Port wiring:
(1 px per um)
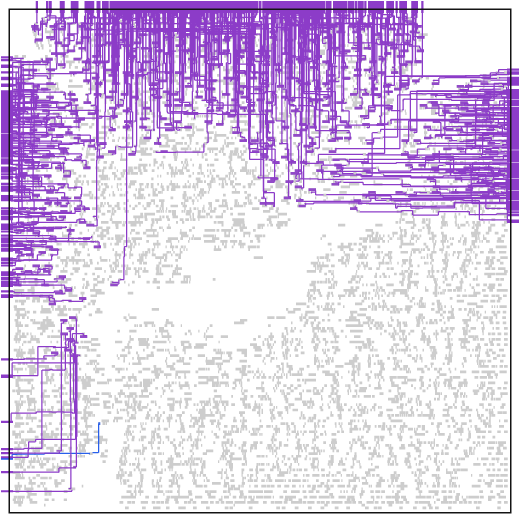
Routing congestion:
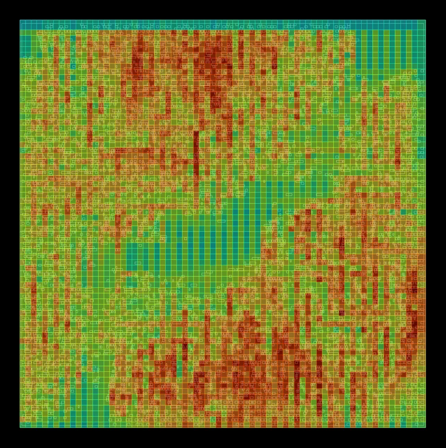
<file path="config.mk">
export PLATFORM = sky130hd
export DESIGN_NAME = lsu_axi
export DESIGN_NICKNAME = d
export VERILOG_FILES = /design/src/rtl/lsu_axi.sv
export SDC_FILE = /design/constraint.sdc
export NUM_CORES = 2
export LEC_CHECK = 0
export ABC_AREA = 1
export CAP_MARGIN = 20
export CORE_AREA = 2 2 498 500
export CTS_CLUSTER_SIZE = 30
export DETAILED_ROUTE_END_ITERATION = 8
export DIE_AREA = 0 0 500 502
export PLACE_DENSITY_LB_ADDON = 0.05
export SYNTH_ARGS = -nofsm -noshare
export SYNTH_HDL_FRONTEND = slang
export SYNTH_SLANG_ARGS = --single-unit
</file>
<file path="constraint.sdc">
create_clock -name clk -period 2.4 [get_ports clk]
set_clock_uncertainty 0.1 [all_clocks]
set_input_delay 0.48 -clock clk [delete_from_list [all_inputs] [get_ports clk]]
set_output_delay 0.48 -clock clk [all_outputs]
set_load 0.03 [all_outputs]
</file>
<file path="src/rtl/lsu_axi.sv">
// -----------------------------------------------------------------------------
// lsu_axi -- single-outstanding load/store unit with a single-beat AXI4 master.
//
// Accepts one load or store at a time, places bytes on a wide AXI data bus,
// generates write strobes, sign/zero-extends loads, traps misaligned or
// unsupported-size accesses without touching the bus, and reports AXI
// SLVERR/DECERR.  Exactly one resp_valid pulse is produced per request.
//
// Ports
//   clk, rstn                 clock, synchronous active-low reset
//   req_valid/req_ready       request handshake (req_ready = unit idle)
//   req_store, req_size,      store flag, log2(bytes), sign-extend flag,
//   req_signed, req_addr,     byte address, right-aligned store data,
//   req_wdata, req_rd         destination register tag
//   resp_valid, resp_data,    one-cycle result pulse, load data,
//   resp_rd, resp_wen,        tag, register write enable,
//   resp_err                  misaligned/unsupported/AXI error
//   ar*/r*                    AXI read address / read data channels
//   aw*/w*/b*                 AXI write address / data / response channels
// -----------------------------------------------------------------------------
module lsu_axi #(
   parameter int unsigned XLEN       = 32,
   parameter int unsigned AXI_DATA_W = 512,
   parameter int unsigned ADDR_W     = 29
) (
   input  logic                    clk,
   input  logic                    rstn,
   // request
   input  logic                    req_valid,
   output logic                    req_ready,
   input  logic                    req_store,
   input  logic [1:0]              req_size,
   input  logic                    req_signed,
   input  logic [31:0]             req_addr,
   input  logic [XLEN-1:0]         req_wdata,
   input  logic [4:0]              req_rd,
   // response
   output logic                    resp_valid,
   output logic [XLEN-1:0]         resp_data,
   output logic [4:0]              resp_rd,
   output logic                    resp_wen,
   output logic                    resp_err,
   // AXI read address / data
   output logic [ADDR_W-1:0]       araddr,
   output logic [2:0]              arsize,
   output logic                    arvalid,
   input  logic                    arready,
   input  logic [AXI_DATA_W-1:0]   rdata,
   input  logic [1:0]              rresp,
   input  logic                    rlast,
   input  logic                    rvalid,
   output logic                    rready,
   // AXI write address / data / response
   output logic [ADDR_W-1:0]       awaddr,
   output logic [2:0]              awsize,
   output logic                    awvalid,
   input  logic                    awready,
   output logic [AXI_DATA_W-1:0]   wdata,
   output logic [AXI_DATA_W/8-1:0] wstrb,
   output logic                    wlast,
   output logic                    wvalid,
   input  logic                    wready,
   input  logic [1:0]              bresp,
   input  logic                    bvalid,
   output logic                    bready
);

   localparam int unsigned STRB_W = AXI_DATA_W / 8;
   localparam int unsigned OFF_W  = $clog2(STRB_W);
   // highest bit that can hold a load sign bit (dword top, clipped to the bus)
   localparam int unsigned TOP_D  = (AXI_DATA_W < 64) ? AXI_DATA_W - 1 : 63;

   typedef enum logic [1:0] {S_IDLE, S_LOAD, S_STORE, S_RESP} state_t;

   state_t                  state_q;
   logic [OFF_W-1:0]        off_q;
   logic [1:0]              size_q;
   logic                    signed_q;
   logic [4:0]              rd_q;

   logic                    arvalid_q, rready_q, awvalid_q, wvalid_q, wlast_q, bready_q;
   logic [ADDR_W-1:0]       araddr_q, awaddr_q;
   logic [2:0]              arsize_q, awsize_q;
   logic [AXI_DATA_W-1:0]   wdata_q;
   logic [STRB_W-1:0]       wstrb_q;
   logic                    resp_valid_q, resp_wen_q, resp_err_q;
   logic [XLEN-1:0]         resp_data_q;
   logic [4:0]              resp_rd_q;

   // ---------------------------------------------------------------- pre-check
   logic [3:0]              nbytes_req;
   logic                    misalign;
   logic                    precheck_err;

   assign nbytes_req = 4'd1 << req_size;

   always_comb begin
      misalign = 1'b0;
      unique case (req_size)
         2'd0:    misalign = 1'b0;
         2'd1:    misalign = req_addr[0];
         2'd2:    misalign = |req_addr[1:0];
         default: misalign = |req_addr[2:0];
      endcase
   end

   assign precheck_err = misalign || (32'(nbytes_req) > (XLEN / 8));

   // ---------------------------------------------------------- store placement
   logic [AXI_DATA_W-1:0]   wdata_masked, wdata_d;
   logic [STRB_W-1:0]       strb_base, wstrb_d;

   always_comb begin
      wdata_masked = '0;
      strb_base    = '0;
      for (int unsigned i = 0; i < XLEN; i++) begin
         if (i < (32'd8 << req_size)) wdata_masked[i] = req_wdata[i];
      end
      for (int unsigned i = 0; i < STRB_W; i++) begin
         if (i < 32'(nbytes_req)) strb_base[i] = 1'b1;
      end
      wdata_d = wdata_masked << {req_addr[OFF_W-1:0], 3'b000};
      wstrb_d = strb_base << req_addr[OFF_W-1:0];
   end

   // ----------------------------------------------------------- load extraction
   logic [AXI_DATA_W-1:0]   rshift;
   logic [31:0]             lbits;
   logic                    sbit;
   logic [XLEN-1:0]         ldata_d;

   always_comb begin
      rshift = rdata >> {off_q, 3'b000};
      lbits  = 32'd8 << size_q;
      sbit   = 1'b0;
      unique case (size_q)
         2'd0:    sbit = rshift[7];
         2'd1:    sbit = rshift[15];
         2'd2:    sbit = rshift[31];
         default: sbit = rshift[TOP_D];
      endcase
      sbit    = sbit & signed_q;
      ldata_d = '0;
      for (int unsigned i = 0; i < XLEN; i++) begin
         ldata_d[i] = (i < lbits) ? rshift[i] : sbit;
      end
   end

   // ---------------------------------------------------------------------- FSM
   always_ff @(posedge clk) begin
      if (!rstn) begin
         state_q      <= S_IDLE;
         off_q        <= '0;
         size_q       <= '0;
         signed_q     <= 1'b0;
         rd_q         <= '0;
         arvalid_q    <= 1'b0;
         rready_q     <= 1'b0;
         awvalid_q    <= 1'b0;
         wvalid_q     <= 1'b0;
         wlast_q      <= 1'b0;
         bready_q     <= 1'b0;
         araddr_q     <= '0;
         awaddr_q     <= '0;
         arsize_q     <= 3'b010;
         awsize_q     <= 3'b010;
         wdata_q      <= '0;
         wstrb_q      <= '0;
         resp_valid_q <= 1'b0;
         resp_wen_q   <= 1'b0;
         resp_err_q   <= 1'b0;
         resp_data_q  <= '0;
         resp_rd_q    <= '0;
      end else begin
         unique case (state_q)
            S_IDLE: begin
               if (req_valid) begin
                  off_q    <= req_addr[OFF_W-1:0];
                  size_q   <= req_size;
                  signed_q <= req_signed;
                  rd_q     <= req_rd;
                  if (precheck_err) begin
                     state_q      <= S_RESP;
                     resp_valid_q <= 1'b1;
                     resp_err_q   <= 1'b1;
                     resp_wen_q   <= 1'b0;
                     resp_data_q  <= '0;
                     resp_rd_q    <= req_rd;
                  end else if (req_store) begin
                     state_q   <= S_STORE;
                     awvalid_q <= 1'b1;
                     wvalid_q  <= 1'b1;
                     wlast_q   <= 1'b1;
                     bready_q  <= 1'b1;
                     awaddr_q  <= req_addr[ADDR_W-1:0];
                     awsize_q  <= {1'b0, req_size};
                     wdata_q   <= wdata_d;
                     wstrb_q   <= wstrb_d;
                  end else begin
                     state_q   <= S_LOAD;
                     arvalid_q <= 1'b1;
                     rready_q  <= 1'b1;
                     araddr_q  <= req_addr[ADDR_W-1:0];
                     arsize_q  <= {1'b0, req_size};
                  end
               end
            end
            S_LOAD: begin
               if (arready) arvalid_q <= 1'b0;
               if (rvalid) begin
                  arvalid_q    <= 1'b0;
                  rready_q     <= 1'b0;
                  state_q      <= S_RESP;
                  resp_valid_q <= 1'b1;
                  resp_err_q   <= rresp[1];
                  resp_wen_q   <= !rresp[1];
                  resp_data_q  <= rresp[1] ? '0 : ldata_d;
                  resp_rd_q    <= rd_q;
               end
            end
            S_STORE: begin
               if (awready) awvalid_q <= 1'b0;
               if (wready) begin
                  wvalid_q <= 1'b0;
                  wlast_q  <= 1'b0;
               end
               // B only counts once both AW and W were accepted in earlier cycles
               if (bvalid && !awvalid_q && !wvalid_q) begin
                  bready_q     <= 1'b0;
                  state_q      <= S_RESP;
                  resp_valid_q <= 1'b1;
                  resp_err_q   <= bresp[1];
                  resp_wen_q   <= 1'b0;
                  resp_data_q  <= '0;
                  resp_rd_q    <= rd_q;
               end
            end
            S_RESP: begin
               resp_valid_q <= 1'b0;
               resp_wen_q   <= 1'b0;
               resp_err_q   <= 1'b0;
               state_q      <= S_IDLE;
            end
            default: state_q <= S_IDLE;
         endcase
      end
   end

   assign req_ready  = (state_q == S_IDLE);
   assign arvalid    = arvalid_q;
   assign rready     = rready_q;
   assign awvalid    = awvalid_q;
   assign wvalid     = wvalid_q;
   assign wlast      = wlast_q;
   assign bready     = bready_q;
   assign araddr     = araddr_q;
   assign awaddr     = awaddr_q;
   assign arsize     = arsize_q;
   assign awsize     = awsize_q;
   assign wdata      = wdata_q;
   assign wstrb      = wstrb_q;
   assign resp_valid = resp_valid_q;
   assign resp_wen   = resp_wen_q;
   assign resp_err   = resp_err_q;
   assign resp_data  = resp_data_q;
   assign resp_rd    = resp_rd_q;

   logic unused_inputs;
   assign unused_inputs = ^{rlast, rresp[0], bresp[0], req_addr[31:ADDR_W], rshift};

endmodule

</file>
==> qor.tcl <==
set qor(outcome) {complete, but fails checks}
set qor(failed_checks) {setup timing}
set qor(drt_iter0_drc) 4613
set qor(seqPwrFrac_pct) 22.8
set qor(grt_pass1_vias) 56300
set qor(drc) 0
set qor(detail_route.first_pass.iterations) 6
set qor(place.gp.congestion) 0.912
set qor(critical_path.endpoint_type) {flop}
set qor(routedLengthMet1_mm) 159
set qor(globalRoute.totalOverflow) 0
set qor(critical_path_peak_fanout) 17
set qor(final-setup-viol-count) 31
set qor(core_util_floorplan_pct) 17.5
set qor(required_ns) 2.90
set qor(slowest_delay_ns) 0.48
set qor(chip_area_sq_mm) 0.251
set qor(cts_max_level) 3
set qor(ys_dominant_reg_cell) {sky130_fd_sc_hd__dfxtp_1}
set qor(postRouteAntennaNets) 0
set qor(wirelength_mm) 348
set qor(ctsLongestPathBuffers) 3
set qor(viasPerCell) 4.69
set qor(max-vdd-ir-drop_v) 0.000516
set qor(top_cell) {sky130_fd_sc_hd__nand2_1}
set qor(fin_cells) 12300
set qor(ys.warnings.count) 0
set qor(grt_first_pass_wirelength_mm) 472
set qor(synthDominantCellAreaShare_pct) 32.6
set qor(net-switching-power_w) 0.0229
set qor(setup_slack_ns) -0.382
set qor(timing_worst_setup_path_type) {flop to flop}
set qor(drive_gt1_share_pct) 16.9
set qor(clock_network_fraction_of_design_power_pct) 27.7
set qor(internal-power_w) 0.0309
set qor(setup_repair_after_global_routing_missed_its_margin) {true}
set qor(synth_seq_share_pct) 32.6
set qor(maxCapViolCount) 0
set qor(power_density_cells_mw_per_mm2) 757
set qor(layout_top_cells_excl_fill_tap) {sky130_fd_sc_hd__nand2_1, sky130_fd_sc_hd__buf_4, sky130_fd_sc_hd__a21oi_1}
set qor(io_buffers) 1276
set qor(detailroute.wirelength.met2_mm) 151
set qor(numClockSinks) 699
set qor(routed-wl-met3_mm) 25.8
set qor(worst_slew_margin_rel_pct) 44.9
About 'port wiring':
- wdata: purple (bits 512; direction output; end cells 512; wire 44.1 mm)
- req_signed: blue (bits 1; direction input; end cells 1; wire 119 um)

About 'routing congestion':
met3 track utilization from global routing: 6.33%
met1 track demand over resource in global routing: 36.0%
Util after Layout: 29.0%
routed wirelength normalized by instance count: 28.2 um

-- stage by stage --
step | hold slack (ns) | worst slack [ns] | util (%) | power, W | area [sq um]
after floorplan | 0.355 | 0.0333 | - | 0.0244 | 42900
after global placement | 0.352 | -1.41 | 27.4 | 0.0378 | 67100
after detailed placement | 0.354 | -1.25 | 27.4 | 0.0377 | 67100
after CTS | 0.122 | -0.334 | 28.8 | 0.0539 | 70700
after global routing | 0.161 | -0.443 | 29.0 | 0.0566 | 71000
final | 0.173 | -0.382 | 29.0 | 0.0538 | 71000
-- power groups by stage --
stage	registers, W	logic [W]	clock network, W
6_report	0.0123	0.0266	0.0149
5_1_grt	0.0123	0.0286	0.0157
4_1_cts	0.0123	0.0263	0.0153
3_5_place_dp	0.0125	0.0252	0
3_3_place_gp	0.0125	0.0252	0
2_1_floorplan	0.0130	0.0114	0
-- registers in the layout, indices dropped and copies added, names as in the netlist, 2 cells and up --
signal,cells
off_q,6
state_q,2
awsize,2
resp_rd,5
size_q,2
arsize,2
wstrb,64
araddr,29
wdata,512
resp_data,32
rd_q,5
awaddr,29
-- cells by family (layout without fill, tap and decap cells) --
| kind of cell | after synthesis | count (layout) | synth area share, % |
|---|---|---|---|
| other | 1 | 27 | 0.00874 |
| flip-flops | 699 | 699 | 32.6 |
| AND-OR/OR-AND | 1773 | 1773 | 22.7 |
| AND/OR/NAND/NOR | 3692 | 3693 | 34.3 |
| multiplexers | 11 | 11 | 0.256 |
| buffers and inverters | 944 | 2894 | 10.0 |
| adder cells (fa/ha/maj) | 5 | 5 | 0.146 |
-- tightest hold or removal path, stage by stage --
cell and delay [ns]:
sky130_fd_sc_hd__buf_2 0.13, sky130_fd_sc_hd__buf_4 0.19, sky130_fd_sc_hd__nand2_1 0.08, sky130_fd_sc_hd__a21oi_1 0.06
-- final cells by class --
type                            count  area [sq um]
Tap cell                         3220          4030
Timing Repair Buffer             2396         23000
Antenna cell                       25          62.6
Fill cell                       27400        174000
Sequential cell                   699         14000
Inverter                          329          1290
Clock inverter                     27           487
Multi-Input combinational cell   5484         25500
Clock buffer                      142          2750
-- repair_timing --
item,in CTS,in global routing
hold endpoints to repair,15,0
resized,856,93
hold buffers,1,0
endpoints found under the setup margin,879,354
setup buffers,10,2
gates cloned,8,2
pin swaps,25,12
-- routing by layer --
layer / GRT usage [%] / up-vias
met3: 6.33 / 341
met4: 8.83 / 30
met5: 0 / -
li1: - / 27300
met2: 41.1 / 2103
met1: 36.0 / 28100
-- path summary, 6_finish.rpt --
| check | start | to | depth (start not counted) |
|---|---|---|---|
| worst max-delay path | off_q[0]$_SDFFE_PN0P_ | resp_data[12]$_SDFFE_PN0P_ | 13 |
| worst min-delay path | req_addr[2] | araddr[2]$_SDFFE_PN0P_ | 4 |
| worst max register to register | off_q[0]$_SDFFE_PN0P_ | resp_data[12]$_SDFFE_PN0P_ | 13 |
| worst min register to register | wdata[333]$_SDFFE_PN0P_ | wdata[333]$_SDFFE_PN0P_ | 2 |
Power figures rest on the tool's default switching activity, not on a simulated workload.
